`src/rtl/maf_stage_pkg.sv`:
```
// Shared types and helpers for the FMA compression / leading-zero stage.
// Latency: n/a (types and constant functions only).
// Backpressure: n/a.
package maf_stage_pkg;

  // Operating mode carried with every beat
  typedef enum logic [1:0] {
    MODE_SINGLE  = 2'b00,
    MODE_PACKED  = 2'b01,
    MODE_MULONLY = 2'b10,
    MODE_RSVD    = 2'b11
  } mode_e;

  // Bits needed to hold a leading-zero count of 0..n inclusive
  function automatic int lzc_w(input int n);
    return $clog2(n + 1);
  endfunction

endpackage

```
`src/rtl/maf_lzc.sv`:
```
// Exact leading-zero counter of width N; an all-zero input yields N.
// Latency: purely combinational.
// Backpressure: none (no handshake).
module maf_lzc
  import maf_stage_pkg::*;
#(
  parameter int N  = 24,
  parameter int CW = lzc_w(N)
) (
  input  logic [N-1:0]  x,
  output logic [CW-1:0] cnt
);

  // Scan upward so the highest set bit writes last and wins
  always_comb begin
    cnt = CW'(N);
    for (int i = 0; i < N; i++) begin
      if (x[i]) begin
        cnt = CW'(N - 1 - i);
      end
    end
  end

endmodule

```
`src/rtl/maf_csa_lza_stage.sv`:
```
// 3:2 compression of multiplier sum/carry with the aligned addend, per-lane subtract and exact LZ count.
// Latency: 1 cycle accept-to-out_valid; 1 beat/cycle with out_ready held high.
// Backpressure: main + skid register hold up to 2 beats; in_ready is registered and drops once skid fills.
module maf_csa_lza_stage
  import maf_stage_pkg::*;
#(
  parameter int W     = 48,
  parameter int LANES = 2,
  parameter int SB_W  = 32,
  parameter int LZC_W = lzc_w(W)
) (
  input  logic                     clk,
  input  logic                     rst,
  input  logic                     flush,
  input  logic                     in_valid,
  output logic                     in_ready,
  input  logic [1:0]               in_mode,
  input  logic [W-1:0]             in_sum,
  input  logic [W-1:0]             in_carry,
  input  logic [W-1:0]             in_addend,
  input  logic [LANES-1:0]         in_sub,
  input  logic [SB_W-1:0]          in_side,
  output logic                     out_valid,
  input  logic                     out_ready,
  output logic [1:0]               out_mode,
  output logic [W-1:0]             out_sum,
  output logic [W:0]               out_carry,
  output logic [LANES*LZC_W-1:0]   out_lz,
  output logic                     out_illegal,
  output logic [SB_W-1:0]          out_side
);

  localparam int LW     = W / LANES;
  localparam int LANE_Z = lzc_w(LW);
  localparam int FULL_Z = lzc_w(W);

  // One registered beat: everything the downstream stage sees
  typedef struct packed {
    logic [1:0]             mode;
    logic [W-1:0]           sum;
    logic [W:0]             carry;
    logic [LANES*LZC_W-1:0] lz;
    logic                   illegal;
    logic [SB_W-1:0]        side;
  } beat_t;

  mode_e                          mode;
  logic                           use_addend;
  logic [LANES-1:0]               sub_eff;
  logic [W-1:0]                   c_vec;
  logic [W-1:0]                   maj;
  logic [W-1:0]                   csa_sum;
  logic [W:0]                     csa_carry;
  logic [W-1:0]                   r_full;
  logic [LANES-1:0][LANE_Z-1:0]   lane_lz;
  logic [FULL_Z-1:0]              full_lz;
  logic [LANES*LZC_W-1:0]         lz_sel;
  beat_t                          new_beat;

  beat_t main_q, main_d;
  beat_t skid_q, skid_d;
  logic  main_vld_q, main_vld_d;
  logic  skid_vld_q, skid_vld_d;
  logic  in_rdy_q, in_rdy_d;
  logic  accept;
  logic  drain;

  assign mode = mode_e'(in_mode);

  // Resolve per-lane subtraction and build the (possibly inverted) addend operand
  always_comb begin
    sub_eff    = '0;
    use_addend = 1'b0;
    c_vec      = '0;
    case (mode)
      MODE_SINGLE: begin
        sub_eff    = {LANES{in_sub[0]}};
        use_addend = 1'b1;
      end
      MODE_PACKED: begin
        sub_eff    = in_sub;
        use_addend = 1'b1;
      end
      default: ;
    endcase
    if (use_addend) begin
      for (int k = 0; k < LANES; k++) begin
        c_vec[k*LW +: LW] = sub_eff[k] ? ~in_addend[k*LW +: LW] : in_addend[k*LW +: LW];
      end
    end
  end

  // Segmented 3:2 compressor; in packed mode the lane-boundary carry slot holds that lane's +1
  always_comb begin
    csa_sum   = in_sum ^ in_carry ^ c_vec;
    maj       = (in_sum & in_carry) | (in_sum & c_vec) | (in_carry & c_vec);
    csa_carry = {maj, sub_eff[0]};
    if (mode == MODE_PACKED) begin
      for (int k = 1; k < LANES; k++) begin
        csa_carry[k*LW] = sub_eff[k];
      end
    end
  end

  // Full-width result used by single, multiply-only and reserved modes
  assign r_full = csa_sum + csa_carry[W-1:0];

  maf_lzc #(.N(W), .CW(FULL_Z)) u_lzc_full (
    .x   (r_full),
    .cnt (full_lz)
  );

  // Per-lane adders wrap modulo the lane width so nothing leaks across lanes
  for (genvar g = 0; g < LANES; g++) begin : g_lane
    logic [LW-1:0] r_lane;
    assign r_lane = csa_sum[g*LW +: LW] + csa_carry[g*LW +: LW];
    maf_lzc #(.N(LW), .CW(LANE_Z)) u_lzc_lane (
      .x   (r_lane),
      .cnt (lane_lz[g])
    );
  end

  // Pick lane or full-width counts and assemble the beat to be captured
  always_comb begin
    lz_sel = '0;
    if (mode == MODE_PACKED) begin
      for (int k = 0; k < LANES; k++) begin
        lz_sel[k*LZC_W +: LZC_W] = LZC_W'(lane_lz[k]);
      end
    end else begin
      lz_sel[LZC_W-1:0] = LZC_W'(full_lz);
    end
    new_beat.mode    = in_mode;
    new_beat.sum     = csa_sum;
    new_beat.carry   = csa_carry;
    new_beat.lz      = lz_sel;
    new_beat.illegal = (mode == MODE_RSVD);
    new_beat.side    = in_side;
  end

  // Skid buffer: new beats fill main when it is free or draining, else skid; flush wins over all
  always_comb begin
    main_d     = main_q;
    skid_d     = skid_q;
    main_vld_d = main_vld_q;
    skid_vld_d = skid_vld_q;
    accept     = in_valid & in_rdy_q;
    drain      = main_vld_q & out_ready;
    if (flush) begin
      main_vld_d = 1'b0;
      skid_vld_d = 1'b0;
    end else if (!main_vld_q || drain) begin
      if (skid_vld_q) begin
        main_d     = skid_q;
        main_vld_d = 1'b1;
        skid_vld_d = accept;
        if (accept) begin
          skid_d = new_beat;
        end
      end else begin
        main_vld_d = accept;
        if (accept) begin
          main_d = new_beat;
        end
      end
    end else if (accept) begin
      skid_d     = new_beat;
      skid_vld_d = 1'b1;
    end
    in_rdy_d = !skid_vld_d;
  end

  // State registers; reset clears data too so every output reads zero
  always_ff @(posedge clk) begin
    if (rst) begin
      main_q     <= '0;
      skid_q     <= '0;
      main_vld_q <= 1'b0;
      skid_vld_q <= 1'b0;
      in_rdy_q   <= 1'b0;
    end else begin
      main_q     <= main_d;
      skid_q     <= skid_d;
      main_vld_q <= main_vld_d;
      skid_vld_q <= skid_vld_d;
      in_rdy_q   <= in_rdy_d;
    end
  end

  assign in_ready    = in_rdy_q;
  assign out_valid   = main_vld_q;
  assign out_mode    = main_q.mode;
  assign out_sum     = main_q.sum;
  assign out_carry   = main_q.carry;
  assign out_lz      = main_q.lz;
  assign out_illegal = main_q.illegal;
  assign out_side    = main_q.side;

endmodule

```
`config.mk`:
```
export PLATFORM = sky130hd
export DESIGN_NAME = maf_csa_lza_stage
export DESIGN_NICKNAME = d
export VERILOG_FILES = /design/src/rtl/maf_stage_pkg.sv /design/src/rtl/maf_lzc.sv /design/src/rtl/maf_csa_lza_stage.sv
export SDC_FILE = /design/constraint.sdc
export NUM_CORES = 1
export LEC_CHECK = 0
export CORE_UTILIZATION = 35
export CTS_CLUSTER_SIZE = 12
export DETAILED_ROUTE_END_ITERATION = 8
export GPL_ROUTABILITY_DRIVEN = 0
export PLACE_DENSITY_LB_ADDON = 0.1
export SYNTH_ARGS = -nofsm -noshare
export SYNTH_HDL_FRONTEND = slang
export SYNTH_SLANG_ARGS = --single-unit
```
`constraint.sdc`:
```
create_clock -name clk -period 9.1 [get_ports clk]
set_input_delay 1.82 -clock clk [delete_from_list [all_inputs] [get_ports clk]]
set_output_delay 1.82 -clock clk [all_outputs]
set_load 0.01 [all_outputs]
```
Run 1, M1 wires:
Scale bar: 50 um. Supply wires on this layer in gray.
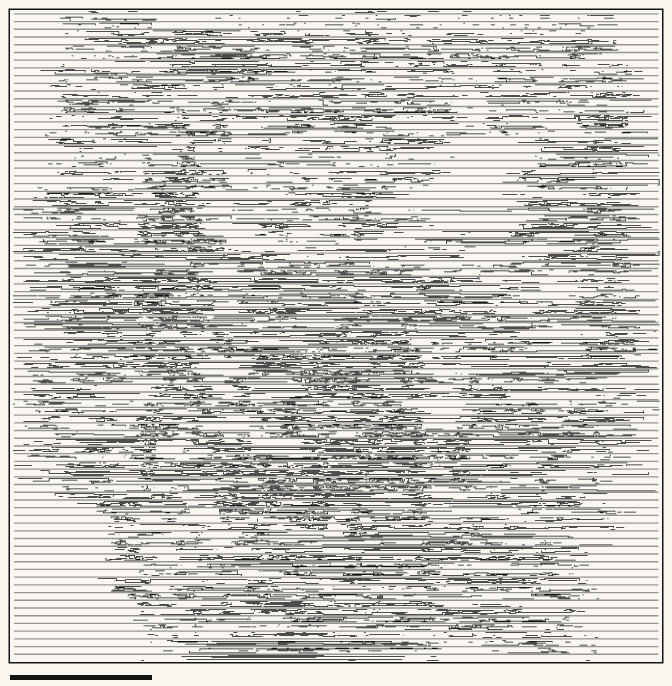
The longest straight run is 78.7 um. The layer holds 47% of the routed length.
Total Wirelength: 65500 um
M1 GR Usage: 34.0%
via count: 17500

Run 1, signal wires on met2:
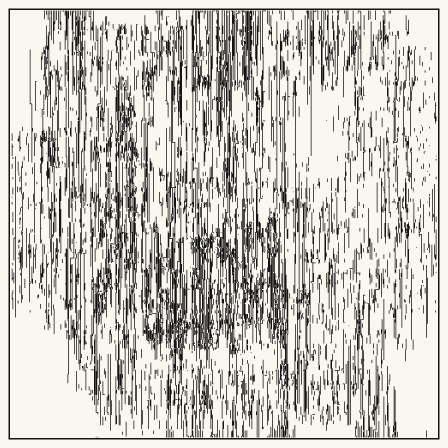
The layer carries 28.8 mm of wire. 2312 nets have wire on it. The wires run mostly vertical.

==> impl_metrics.py, run 1 <==
# Synthesis and PnR figures
metrics = {
    "outcome": {
        "outcome": "complete, no violations",
    },
    "cts": {
        "clockBufferDepth": 3,
        "clock_latency_ps": 560,
        "htree_levels": 2,
        "cts.repair.resized": 0,
        "clkTransAtPathRegs_ps": 60,
        "post_cts_buffers": 0,
        "root_buffer": "clkbuf_16",
        "numCtsBuffers": 36,
    },
    "timing": {
        "rsz0062_at_grt": "no",
        "hold_ws_ps": 450,
        "drv_slew": 0,
        "finClkSkew_ps": 26.0,
        "fin_ws_ps": 1410,
        "worst_pin_slew_ps": 1080,
        "finalSetupTns_ps": 0,
        "hold_viol_final": 0,
        "relSlewSlack_pct": 28.0,
        "period_needed_ps": 7690,
        "fmaxAchievable_mhz": 130,
        "period_used_pct": 84.5,
    },
    "cells_and_area": {
        "comb_share_pct": 49.5,
        "largest_reg_flops": 143,
        "bufAreaShareNonClock_pct": 14.8,
        "layout_top_cells": "368 x nand2_1, 326 x clkdlybuf4s50_1, 288 x dfxtp_1, 235 x nor2_1, 231 x a21oi_1",
        "logic_gate_count": 1779,
        "sh_seq_area_pct": 25.2,
        "syn_to_final_growth_pct": 26.4,
        "seqCellArea_mm2": 0.00579,
        "final-comb-area_mm2": 0.0114,
        "layoutNonFillerInstCount": 3260,
        "nNetsFinal": 2835,
    },
    "setup_path": {
        "path_class": "input pin to register",
        "startpoint_type": "input pin",
        "r2r_end": "out_carry[48]",
        "critPathMaxFanout": 14,
        "cp-startpoint": "in_mode[0]",
        "slowest_stage": "clkdlybuf4s50_1",
        "r2r_slack_ps": 5730,
        "worstSetupEndpointType": "register",
    },
    "pwr": {
        "total_power_mw": 4.48,
        "pg_seq_mw": 1.32,
        "sw_frac_of_total_pct": 37.1,
        "p_leak_nw": 8.04,
        "p_clk_mw": 1.43,
        "p_switching_mw": 1.66,
        "power_frac_comb_pct": 38.5,
        "power.density_mw_per_mm2": 195,
        "p_int_mw": 2.82,
        "power-top-group": "combinational logic",
    },
    "global_routing": {
        "grt_usage_pct": 24.2,
        "gr-max-usage-layer": "met2",
        "antenna_found_initial": 0,
        "grt_pass1_wl_um": 99600,
        "gr-usage-met2_pct": 37.7,
    },
    "synth": {
        "syn_avg_cell_area_um2": 7.75,
        "synth_area_mm2": 0.0182,
        "yosysUniqueCellTypes": 88,
        "yosys_cells": 2343,
        "syn_inst": 2343,
        "synthSimpleGateAreaFrac_pct": 20.0,
        "yosysTopAreaCellShare_pct": 31.8,
        "flop_cell": "dfxtp_1",
        "synth_nets": 2625,
        "synth-xor-area-share_pct": 4.63,
        "aoi_share_pct": 23.7,
        "synth-adder-area-share_pct": 8.75,
        "ys_seq_share_pct": 31.8,
        "synth_flops": 289,
    },
    "floorplanning": {
        "chip_area_mm2": 0.0528,
        "core_area_mm2": 0.0513,
        "io_pins": 331,
        "die_width_um": 230,
        "fp-utilization_pct": 35.4,
    },
    "routing": {
        "firstDrtPassIters": 6,
        "route.detailed.drc": 0,
        "routed.top_layer": "met4",
        "wl_met1_um": 30700,
        "drtAntennaViolNets": 0,
        "wl_met3_um": 4470,
        "post_drt_via_cell_ratio": 5.36,
        "wire_per_inst_um": 20.1,
    },
    "hold_path": {
        "hold_depth": 2,
        "min_from": "out_carry[35]",
        "min_path_type": "register to register",
        "hold_end": "out_carry[35]",
    },
    "flow_run": {
        "tool_warnings": 38,
    },
    "place": {
        "place_area_mm2": 0.0218,
        "post-place-ws_ps": 929,
    },
}
Run 1, metal 3:
Scale bar: 50 um.
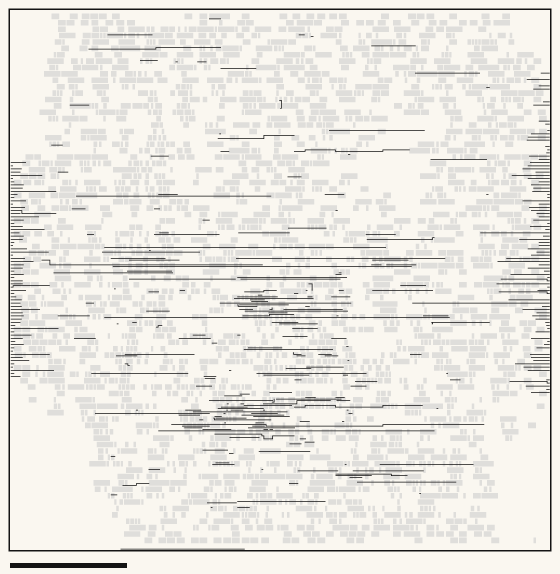
The wires run mostly horizontal. The longest straight run is 147 um. The layer carries 4470 um of wire. The layer holds 6.8% of the routed length. 296 nets have wire on it.
met3 Use GR: 4.71%

==> inputs of run 2 (changes only) <==
==> constraint.sdc (replaced) <==
create_clock -name clk -period 7.7 [get_ports clk]
set_input_delay 1.54 -clock clk [delete_from_list [all_inputs] [get_ports clk]]
set_output_delay 1.54 -clock clk [all_outputs]
set_load 0.01 [all_outputs]
Run 2, M1 wires:
Scale bar: 50 um. Supply wires on this layer in gray.
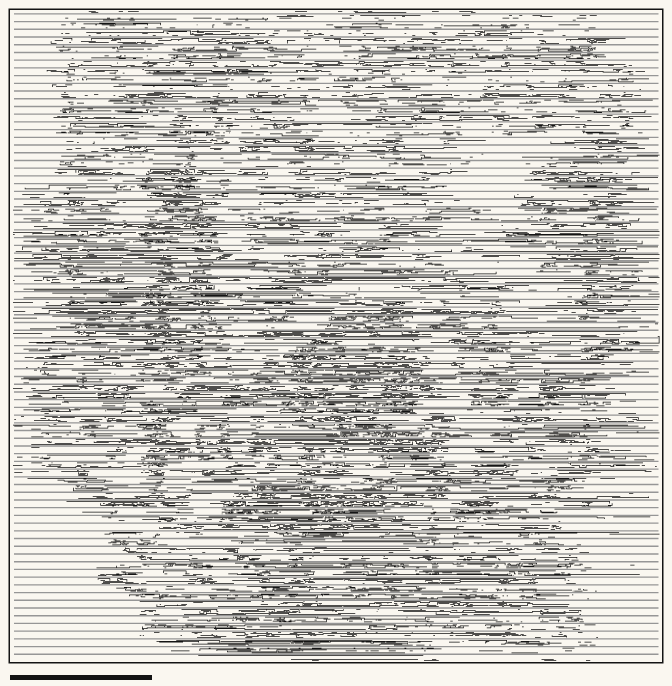
The layer carries 30.6 mm of wire. 2656 nets have wire on it. The wires run mostly horizontal.

==> impl_metrics.py, run 2 <==
# Synthesis and PnR figures
metrics = {
    "cts": {
        "cts.repair.resized": 0,
        "clock_latency_ps": 570,
        "post_cts_buffers": 0,
        "htree_levels": 2,
        "root_buffer": "clkbuf_16",
    },
    "synth": {
        "flop_cell": "dfxtp_1",
        "aoi_share_pct": 23.7,
        "synth_nets": 2625,
        "synthSimpleGateAreaFrac_pct": 20.0,
        "synth_area_mm2": 0.0182,
        "synth-adder-area-share_pct": 8.75,
    },
    "pwr": {
        "total_power_mw": 5.22,
        "p_clk_mw": 1.60,
        "power-top-group": "combinational logic",
    },
    "global_routing": {
        "grt_pass1_wl_um": 101000,
        "antenna_found_initial": 1,
        "grt_usage_pct": 24.6,
        "gr-usage-met2_pct": 38.2,
    },
    "timing": {
        "relSlewSlack_pct": 29.3,
        "hold_ws_ps": 450,
        "worst_pin_slew_ps": 1060,
    },
    "floorplanning": {
        "core_area_mm2": 0.0513,
        "fp-utilization_pct": 35.4,
    },
    "cells_and_area": {
        "final-comb-area_mm2": 0.0114,
        "layoutNonFillerInstCount": 3273,
        "bufAreaShareNonClock_pct": 15.3,
        "nNetsFinal": 2849,
        "sh_seq_area_pct": 25.2,
        "logic_gate_count": 1779,
    },
    "setup_path": {
        "slowest_stage": "clkdlybuf4s50_1",
        "startpoint_type": "input pin",
        "path_class": "input pin to register",
        "r2r_slack_ps": 4460,
    },
    "flow_run": {
        "tool_warnings": 34,
    },
    "outcome": {
        "outcome": "complete, no violations",
    },
    "routing": {
        "wire_per_inst_um": 20.4,
        "wl_met1_um": 30600,
        "wl_met3_um": 4800,
    },
    "hold_path": {
        "hold_depth": 2,
        "min_from": "out_carry[28]",
    },
    "place": {
        "post-place-ws_ps": 101,
    },
}
Power and IR drop assume default switching activity.
